$ cat config.mk
export PLATFORM = sky130hd
export DESIGN_NAME = ysyx_25020047_lsu
export DESIGN_NICKNAME = d
export VERILOG_FILES = /design/src/rtl/ysyx_25020047_pkg.sv /design/src/rtl/ysyx_25020047_lsu_align.sv /design/src/rtl/ysyx_25020047_lsu.sv
export SDC_FILE = /design/constraint.sdc
export NUM_CORES = 1
export LEC_CHECK = 0
export ABC_AREA = 1
export CAP_MARGIN = 5
export CORE_MARGIN = 8
export CORE_UTILIZATION = 51
export CTS_CLUSTER_DIAMETER = 100
export CTS_CLUSTER_SIZE = 40
export DETAILED_ROUTE_END_ITERATION = 12
export PLACE_DENSITY_LB_ADDON = 0.25
export SYNTH_ARGS = -nofsm -noshare
export SYNTH_HDL_FRONTEND = slang
export SYNTH_HIERARCHICAL = 1
export SYNTH_SLANG_ARGS = --single-unit
$ cat constraint.sdc
create_clock -name clk -period 4.95 [get_ports clk]
set_input_delay 0.99 -clock clk [delete_from_list [all_inputs] [get_ports clk]]
set_output_delay 0.99 -clock clk [all_outputs]
set_load 0.05 [all_outputs]
$ cat src/rtl/ysyx_25020047_pkg.sv
// rtl/ysyx_25020047_pkg.sv - shared state, size encodings and defaults for the LSU
package ysyx_25020047_pkg;

   typedef enum logic [1:0] {
      IDLE = 2'd0,
      REQ  = 2'd1,
      WAIT = 2'd2,
      RESP = 2'd3
   } lsu_state_t;

   localparam logic [1:0] SZ_B = 2'b00;
   localparam logic [1:0] SZ_H = 2'b01;
   localparam logic [1:0] SZ_W = 2'b10;

   localparam int LSU_RSP_TIMEOUT_DEF = 255;

endpackage

$ cat src/rtl/ysyx_25020047_lsu_align.sv
// rtl/ysyx_25020047_lsu_align.sv - load lane extraction/extension, store replication/mask, misalign detect
module ysyx_25020047_lsu_align
   import ysyx_25020047_pkg::*;
(
   input  logic [1:0]  i_size,
   input  logic        i_unsigned,
   input  logic [1:0]  i_addr_lo,
   input  logic [31:0] i_wdata,
   input  logic [31:0] i_rdata,
   output logic [31:0] o_ld_data,
   output logic [31:0] o_st_wdata,
   output logic [3:0]  o_st_wmask,
   output logic        o_misalign
);

   logic [7:0]  w_byte;
   logic [15:0] w_half;

   // Pick the addressed lane from the read word and extend it to 32 bits.
   always_comb begin
      case (i_addr_lo)
         2'd0:    w_byte = i_rdata[7:0];
         2'd1:    w_byte = i_rdata[15:8];
         2'd2:    w_byte = i_rdata[23:16];
         default: w_byte = i_rdata[31:24];
      endcase
      // Half lanes ignore addr[0]; a misaligned half is truncated to its aligned pair.
      w_half = i_addr_lo[1] ? i_rdata[31:16] : i_rdata[15:0];
      case (i_size)
         SZ_B:    o_ld_data = i_unsigned ? {24'h0, w_byte} : {{24{w_byte[7]}}, w_byte};
         SZ_H:    o_ld_data = i_unsigned ? {16'h0, w_half} : {{16{w_half[15]}}, w_half};
         default: o_ld_data = i_rdata;
      endcase
   end

   // Replicate store data across all lanes so the byte enables alone select the target.
   always_comb begin
      case (i_size)
         SZ_B: begin
            o_st_wdata = {4{i_wdata[7:0]}};
            o_st_wmask = 4'b0001 << i_addr_lo;
         end
         SZ_H: begin
            o_st_wdata = {2{i_wdata[15:0]}};
            o_st_wmask = i_addr_lo[1] ? 4'b1100 : 4'b0011;
         end
         default: begin
            o_st_wdata = i_wdata;
            o_st_wmask = 4'b1111;
         end
      endcase
   end

   // Reserved size 11 behaves as a word, so any set size[1] needs lane 0.
   assign o_misalign = (i_size == SZ_H) ? i_addr_lo[0] : (i_size[1] & (i_addr_lo != 2'b00));

endmodule

$ cat src/rtl/ysyx_25020047_lsu.sv
// rtl/ysyx_25020047_lsu.sv - load/store unit FSM; define YSYX_25020047_LSU_MISALIGN_TRAP_EN to trap misaligned accesses
module ysyx_25020047_lsu
   import ysyx_25020047_pkg::*;
#(
   parameter int RSP_TIMEOUT = LSU_RSP_TIMEOUT_DEF
)(
   input  logic        clk,
   input  logic        rst,
   input  logic        in_valid,
   output logic        in_ready,
   input  logic        in_load,
   input  logic        in_store,
   input  logic [1:0]  in_size,
   input  logic        in_unsigned,
   input  logic [31:0] in_addr,
   input  logic [31:0] in_wdata,
   output logic        out_valid,
   input  logic        out_ready,
   output logic [31:0] out_memdata,
   output logic        out_err,
   output logic        mem_req_valid,
   input  logic        mem_req_ready,
   output logic [31:0] mem_req_addr,
   output logic        mem_req_wen,
   output logic [31:0] mem_req_wdata,
   output logic [3:0]  mem_req_wmask,
   input  logic        mem_rsp_valid,
   input  logic [31:0] mem_rsp_rdata
);

`ifdef YSYX_25020047_LSU_MISALIGN_TRAP_EN
   localparam logic MIS_TRAP = 1'b1;
`else
   localparam logic MIS_TRAP = 1'b0;
`endif

   lsu_state_t  r_state, w_next;
   logic        r_store, r_unsigned, r_err;
   logic [1:0]  r_size;
   logic [31:0] r_addr, r_wdata, r_memdata, r_cnt;

   logic        w_in_mem, w_trap, w_timeout, w_misalign;
   logic [1:0]  w_size, w_addr_lo;
   logic [31:0] w_ld_data, w_st_wdata;
   logic [3:0]  w_st_wmask;

   // In IDLE the aligner looks at the incoming op so a misaligned access can be refused before latching.
   assign w_size    = (r_state == IDLE) ? in_size : r_size;
   assign w_addr_lo = (r_state == IDLE) ? in_addr[1:0] : r_addr[1:0];
   assign w_in_mem  = in_load | in_store;
   assign w_trap    = MIS_TRAP & w_in_mem & w_misalign;
   assign w_timeout = (r_cnt == 32'(RSP_TIMEOUT - 1));

   ysyx_25020047_lsu_align u_align (
      .i_size     (w_size),
      .i_unsigned (r_unsigned),
      .i_addr_lo  (w_addr_lo),
      .i_wdata    (r_wdata),
      .i_rdata    (mem_rsp_rdata),
      .o_ld_data  (w_ld_data),
      .o_st_wdata (w_st_wdata),
      .o_st_wmask (w_st_wmask),
      .o_misalign (w_misalign)
   );

   // State register.
   always_ff @(posedge clk or posedge rst) begin
      if (rst) r_state <= IDLE;
      else     r_state <= w_next;
   end

   // Next-state logic: one operation in flight, no overlap.
   always_comb begin
      w_next = r_state;
      case (r_state)
         IDLE:    if (in_valid) w_next = (!w_in_mem || w_trap) ? RESP : REQ;
         REQ:     if (mem_req_ready) w_next = WAIT;
         WAIT:    if (mem_rsp_valid || w_timeout) w_next = RESP;
         RESP:    if (out_ready) w_next = IDLE;
         default: w_next = IDLE;
      endcase
   end

   // Outputs decode purely from state so reset clears them in the same cycle.
   always_comb begin
      in_ready      = 1'b0;
      out_valid     = 1'b0;
      out_memdata   = 32'h0;
      out_err       = 1'b0;
      mem_req_valid = 1'b0;
      mem_req_addr  = 32'h0;
      mem_req_wen   = 1'b0;
      mem_req_wdata = 32'h0;
      mem_req_wmask = 4'h0;
      case (r_state)
         IDLE: in_ready = 1'b1;
         REQ: begin
            mem_req_valid = 1'b1;
            mem_req_addr  = {r_addr[31:2], 2'b00};
            mem_req_wen   = r_store;
            mem_req_wdata = r_store ? w_st_wdata : 32'h0;
            mem_req_wmask = r_store ? w_st_wmask : 4'h0;
         end
         RESP: begin
            out_valid   = 1'b1;
            out_memdata = r_memdata;
            out_err     = r_err;
         end
         default: ;
      endcase
   end

   // Operation latches, result capture and the response timeout counter.
   always_ff @(posedge clk or posedge rst) begin
      if (rst) begin
         r_store    <= 1'b0;
         r_unsigned <= 1'b0;
         r_size     <= SZ_B;
         r_addr     <= 32'h0;
         r_wdata    <= 32'h0;
         r_memdata  <= 32'h0;
         r_err      <= 1'b0;
         r_cnt      <= 32'h0;
      end else begin
         case (r_state)
            IDLE: if (in_valid) begin
               // Load and store both set resolves to a load.
               r_store    <= in_store & ~in_load;
               r_unsigned <= in_unsigned;
               r_size     <= in_size;
               r_addr     <= in_addr;
               r_wdata    <= in_wdata;
               r_memdata  <= 32'h0;
               r_err      <= w_trap;
            end
            REQ: r_cnt <= 32'h0;
            WAIT: begin
               if (mem_rsp_valid) begin
                  r_memdata <= r_store ? 32'h0 : w_ld_data;
                  r_err     <= 1'b0;
               end else if (w_timeout) begin
                  r_memdata <= 32'h0;
                  r_err     <= 1'b1;
               end else begin
                  r_cnt <= r_cnt + 32'h1;
               end
            end
            default: ;
         endcase
      end
   end

endmodule

run_1/m4.png
Scale bar: 50 um. Cells faint in the background.
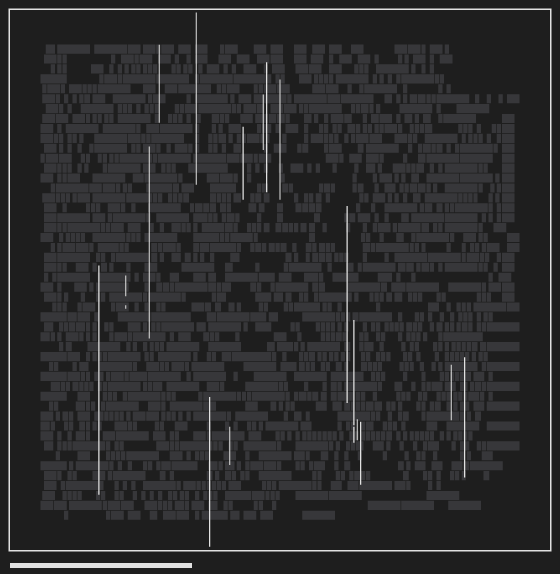
- wire length on this layer: 499 um
- longest straight run: 62.6 um
- main direction: vertical
- share of all routed wire: 1.8%
via total after detailed routing: 8886
drt total wl: 27300 um

run_1/layers.png
Only two layers are drawn.
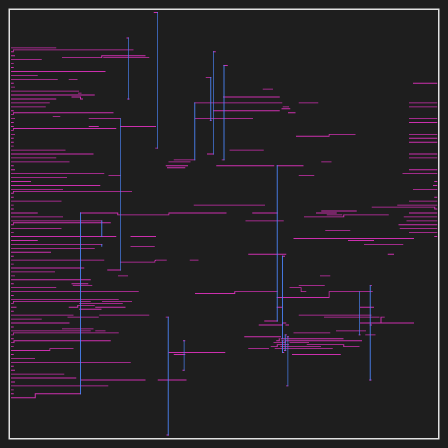
- magenta: M3 (wire length 2680 um)
- blue: M4 (wire length 499 um)
post-detailed-route wirelength per cell: 15.3 um
global-route total usage across every layer: 25.1%

==> results_dict.tcl, run 1 <==
# flow metrics
set metrics [dict create \
    syn-mean-instance-area_sq_um 6.46 \
    detail_route.drc_violations 0 \
    outcome "finished clean" \
    preCtsSetupSlack_ps 782 \
    highest-signal-layer "met5" \
    max_slew.worst_pin.slew_ps 1110 \
    worst_r2r_path_depth 15 \
    clock_latency_ps 430 \
    clock_power_share_pct 21.1 \
    drt_first_iter_violations 607 \
    top_power_group "combinational logic" \
    power_clock_uw 1370 \
    hold_ws_ps 473 \
    worstPathArrival_ps 3230 \
    non_clock_inverter_count 205 \
    layout.area.comb_sq_um 4340 \
    final-clk-cell-share_pct 5.41 \
    crit_buf_inv 3 \
    fin_nets 1659 \
    maximum_resistive_drop_on_vdd_v 0.000452 \
    core_area_sq_um 17200 \
    cts.clk_slew.worst_paths_ps 60 \
    finalClockPeriodUsage_pct 85.3 \
    worst_path_dominant_cell_family "buffers and inverters" \
    cts-root-to-sink-buffers 2 \
    die.size.y_um 148 \
    flop-count 135 \
    boundaryPins 212 \
    comb_share_pct 37.2 \
    route.antenna.remaining_nets 0 \
    stdcell_count 1784 \
    launch_instance_of_the_worst_min_delay_path "r_memdata[29]" \
    log.warning_count 30 \
    drv_cap 0 \
    grt_antenna_before_repair 2 \
    fin_total_pwr_uw 6500 \
    cts_resized 0 \
    power.share.switching_pct 48.2 \
    cts_sinks 135 \
    drive_above_1_share_pct 8.15 \
    path_max_fanout 34 \
    worstPathRequired_ps 3960 \
    placed_cell_area_sq_um 11000 \
    worst_hold_path_type "register to register" \
    placementRows 48 \
    seq_power_share_pct 25.7 \
    port_buffers 209 \
    cts.root.buffer_cell "sky130_fd_sc_hd__clkbuf_16" \
    grt_pass1_vias 8604 \
    crit_path_max_incr_delay_ps 870 \
    timing.rr.start "r_state[0]" \
    num_antenna_cells 0 \
    gp_routability_congestion 0.918 \
    cell_area_synth_sq_um 8900 \
    route.met3.wl_um 2680 \
    postCtsHoldBufs 0 \
]
run_1/sizing.png
Scale bar: 50 um.
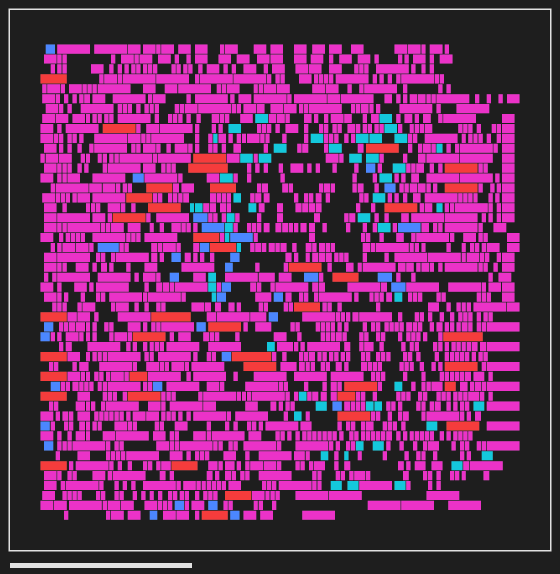
- cyan: x2 (cells 53; share 3.4%; most used nand3_2)
- magenta: x1 and smaller (cells 1432; share 92%; most used nand2_1)
- red: x6 and larger (cells 40; share 2.6%; most used clkbuf_16)
- blue: x3 and x4 (cells 34; share 2.2%; most used buf_4)
smallest setup slack after layout: 726 ps
relative area change from synthesis to final layout: 31.3%
Layout Cell Area excl Fill: 11700 sq um
number of buffers other than clock buffers in the final layout: 220

==> run 1 -> run 2 <==
Clock period 4.95 ns to 4 ns, I/O delays scaled along.
run_2/m4.png
Scale bar: 50 um. Cells faint in the background.
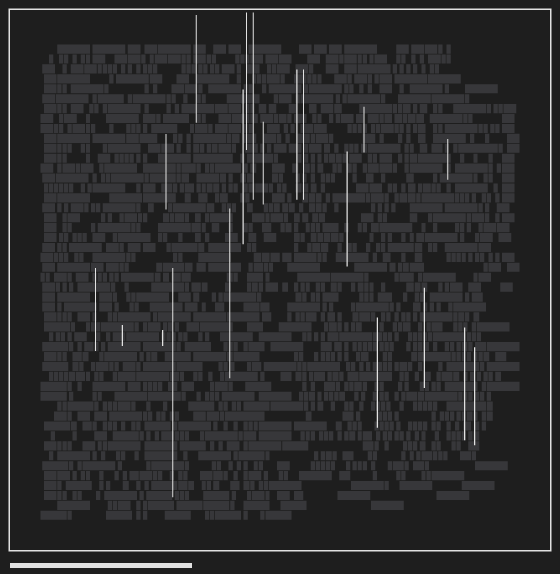
- wire length on this layer: 583 um
- nets with wire on the layer: 15
- main direction: vertical
- longest straight run: 62.6 um
- share of all routed wire: 2.2%
drt total wl: 27100 um
via total after detailed routing: 8946

==> results_dict.tcl, run 2 <==
# flow metrics
set metrics [dict create \
    worstHoldEndpoint "r_memdata[3]" \
    clock_power_share_pct 21.1 \
    worstPathArrival_ps 2940 \
    comb_share_pct 36.1 \
    crit_buf_inv 6 \
    clock_latency_ps 420 \
    power.switching_uw 3900 \
    clock_buffer_count 19 \
    crit_path_max_incr_delay_ps 410 \
    grt_antenna_before_repair 2 \
    path_max_fanout 17 \
    power_per_unit_of_standard_cell_area_nw_per_um2 680 \
    layout-area-overhead-vs-synth_pct 35.1 \
    preCtsSetupSlack_ps 414 \
    non_clock_inverter_count 205 \
    dp_hpwl_um 19800 \
    worst_slack_ps 255 \
    drt_first_iter_violations 666 \
    timing.rr.start "r_state[0]" \
    number_of_buffers_other_than_clock_buffers_in_the_final_layout 225 \
    route.antenna.remaining_nets 0 \
    port_buffers 209 \
    log.warning_count 31 \
    power.share.switching_pct 47.8 \
    cts_resized 0 \
    num_antenna_cells 1 \
    timing.slew.headroom_pct 51.4 \
    maximum_resistive_drop_on_vdd_v 0.000605 \
    final.fill_count 1468 \
    worst_path_dominant_cell_family "buffers and inverters" \
    grt_pass1_vias 8756 \
    global_route.peak_usage_layer "met2" \
    cts.clk_slew.worst_paths_ps 60 \
    crit-reg2reg-capture "r_memdata[8]" \
    final-clk-cell-share_pct 5.36 \
    worst_setup_path_start_kind "register" \
    flop-count 135 \
    max_slew.worst_pin.slew_ps 728 \
    achievable-frequency_ghz 0.267 \
    cts.root.buffer_cell "sky130_fd_sc_hd__clkbuf_16" \
    gp_routability_congestion 0.962 \
    largest_net_degree_at_the_start_of_global_routing 72 \
    p_seq_uw 2070 \
    fin_area_sq_um 12000 \
    route.met3.wl_um 2410 \
    worstPathRequired_ps 3200 \
    cell_area_synth_sq_um 8900 \
    hold_ws_ps 472 \
    die.size.y_um 148 \
    placementRows 48 \
    boundaryPins 212 \
    launch_instance_of_the_worst_min_delay_path "r_memdata[3]" \
    worst_hold_path_type "register to register" \
    die_area_sq_um 21900 \
    drive_above_1_share_pct 9.65 \
    highest-signal-layer "met5" \
    report.final.slew_viol_count 0 \
    detail_route.drc_violations 0 \
    rsz0062_at_grt "yes" \
    cts-root-to-sink-buffers 2 \
    postCtsHoldBufs 0 \
    stdcell_count 1790 \
    postSynthCellCount 1377 \
    cts_sinks 135 \
    hold_violations 0 \
    placed_cell_area_sq_um 11400 \
    h-tree-depth 4 \
    worst_r2r_path_depth 14 \
    finalClockPeriodUsage_pct 93.6 \
    drv_cap 0 \
    core_area_sq_um 17200 \
    fin_nets 1664 \
    syn-mean-instance-area_sq_um 6.46 \
    layout.area.comb_sq_um 4350 \
    fin_total_pwr_uw 8170 \
    power_clock_uw 1730 \
    top_power_group "combinational logic" \
    outcome "finished clean" \
    min_cycle_time_layout_ps 3740 \
    detail_route.first_pass.iterations 6 \
    met3_use_gr_pct 8.45 \
    seq_power_share_pct 25.3 \
]
run_2/layers.png
Only two layers are drawn.
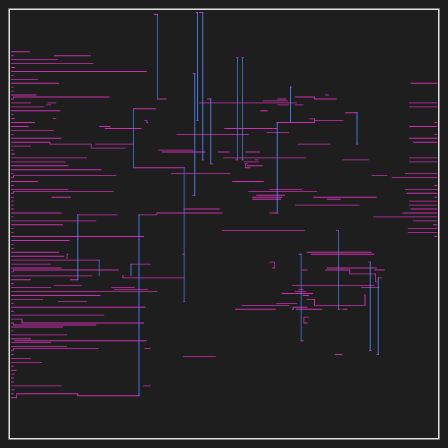
- blue: M4 (wire length 583 um)
- magenta: M3 (wire length 2410 um)
global-route total usage across every layer: 25.1%
post-detailed-route wirelength per cell: 15.1 um

==> run 2 -> run 3 <==
Settings changed: SLEW_MARGIN from default to 20.
run_3/m2.png
Cells faint in the background.
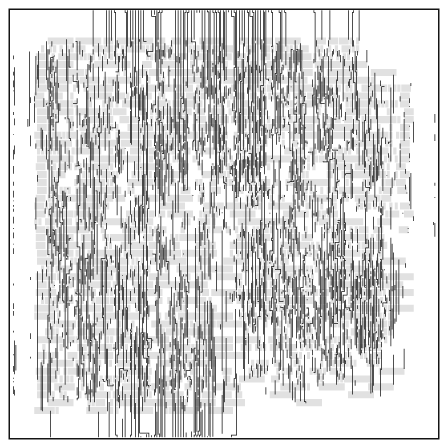
- share of all routed wire: 47%
- wire length on this layer: 12600 um
- longest straight run: 63.4 um
met2 routing resource usage after global routing: 40.1%

==> results_dict.tcl, run 3 <==
# flow metrics
set metrics [dict create \
    outcome "finished clean" \
    h-tree-depth 4 \
    fin_area_sq_um 12000 \
    totalWireLength_um 27100 \
    rsz0062_at_grt "yes" \
    cts-root-to-sink-buffers 2 \
    route.antenna.remaining_nets 0 \
    cts.clk_slew.worst_paths_ps 60 \
    crit_buf_inv 6 \
    layout-area-overhead-vs-synth_pct 35.1 \
    placed_cell_area_sq_um 11400 \
    seq_power_share_pct 25.3 \
    hold_violations 0 \
    layout.area.comb_sq_um 4350 \
    p_comb_share_pct 53.6 \
    postSynthCellCount 1377 \
    maximum_resistive_drop_on_vdd_v 0.000605 \
    comb_share_pct 36.1 \
    detail_route.first_pass.iterations 6 \
    achievable-frequency_ghz 0.267 \
    largest_net_degree_at_the_start_of_global_routing 72 \
    p_seq_uw 2070 \
    worst_setup_path_start_kind "register" \
    stdcell_count 1790 \
    power_clock_uw 1730 \
    final-clk-cell-share_pct 5.36 \
    cts_resized 0 \
    timing.slew.headroom_pct 51.4 \
    flop-count 135 \
    worst_slack_ps 255 \
    timing.rr.start "r_state[0]" \
    postCtsHoldBufs 0 \
    clock_power_share_pct 21.1 \
    fin_nets 1664 \
    crit-reg2reg-capture "r_memdata[8]" \
    top_power_group "combinational logic" \
    gp_routability_congestion 0.962 \
    grt_pass1_vias 8756 \
    highest-signal-layer "met5" \
    power_per_unit_of_standard_cell_area_nw_per_um2 680 \
    worst_path_dominant_cell_family "buffers and inverters" \
    worstPathRequired_ps 3200 \
    met3_use_gr_pct 8.45 \
    worstHoldEndpoint "r_memdata[3]" \
    number_of_buffers_other_than_clock_buffers_in_the_final_layout 225 \
    cts.root.buffer_cell "sky130_fd_sc_hd__clkbuf_16" \
    final-seq-area_sq_um 3380 \
    non_clock_inverter_count 205 \
    grt_antenna_before_repair 2 \
    hold_ws_ps 472 \
    die_area_sq_um 21900 \
    port_buffers 209 \
    fin_total_pwr_uw 8170 \
    preCtsSetupSlack_ps 414 \
    drv_cap 0 \
    tritoncts "yes" \
    power.share.switching_pct 47.8 \
    path_max_fanout 17 \
    power.switching_uw 3900 \
    worstPathArrival_ps 2940 \
    final_layout_top_logic_cell "sky130_fd_sc_hd__nand2_1" \
    worst_hold_path_type "register to register" \
    grt_use_total_pct 25.1 \
    crit_path_max_incr_delay_ps 410 \
    drive_above_1_share_pct 9.65 \
    core_area_sq_um 17200 \
    report.final.slew_viol_count 0 \
    placedCellCount 1757 \
    die.size.y_um 148 \
    grt_first_pass_wirelength_um 44500 \
    final.fill_count 1468 \
    min_cycle_time_layout_ps 3740 \
    routed_wire_length_per_instance_um 15.1 \
    syn-mean-instance-area_sq_um 6.46 \
    log.warning_count 31 \
    clock_latency_ps 420 \
    max_slew.worst_pin.slew_ps 728 \
    cell_area_synth_sq_um 8900 \
    global_route.peak_usage_layer "met2" \
    dp_hpwl_um 19800 \
    worst_r2r_path_depth 14 \
    vias 8946 \
]
run_3/clock_nets.png
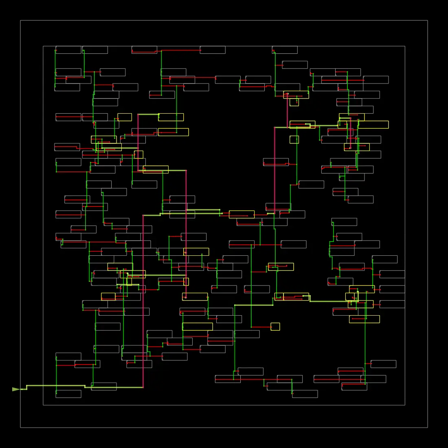
clock buffers: 19
sinks on the clock net: 135

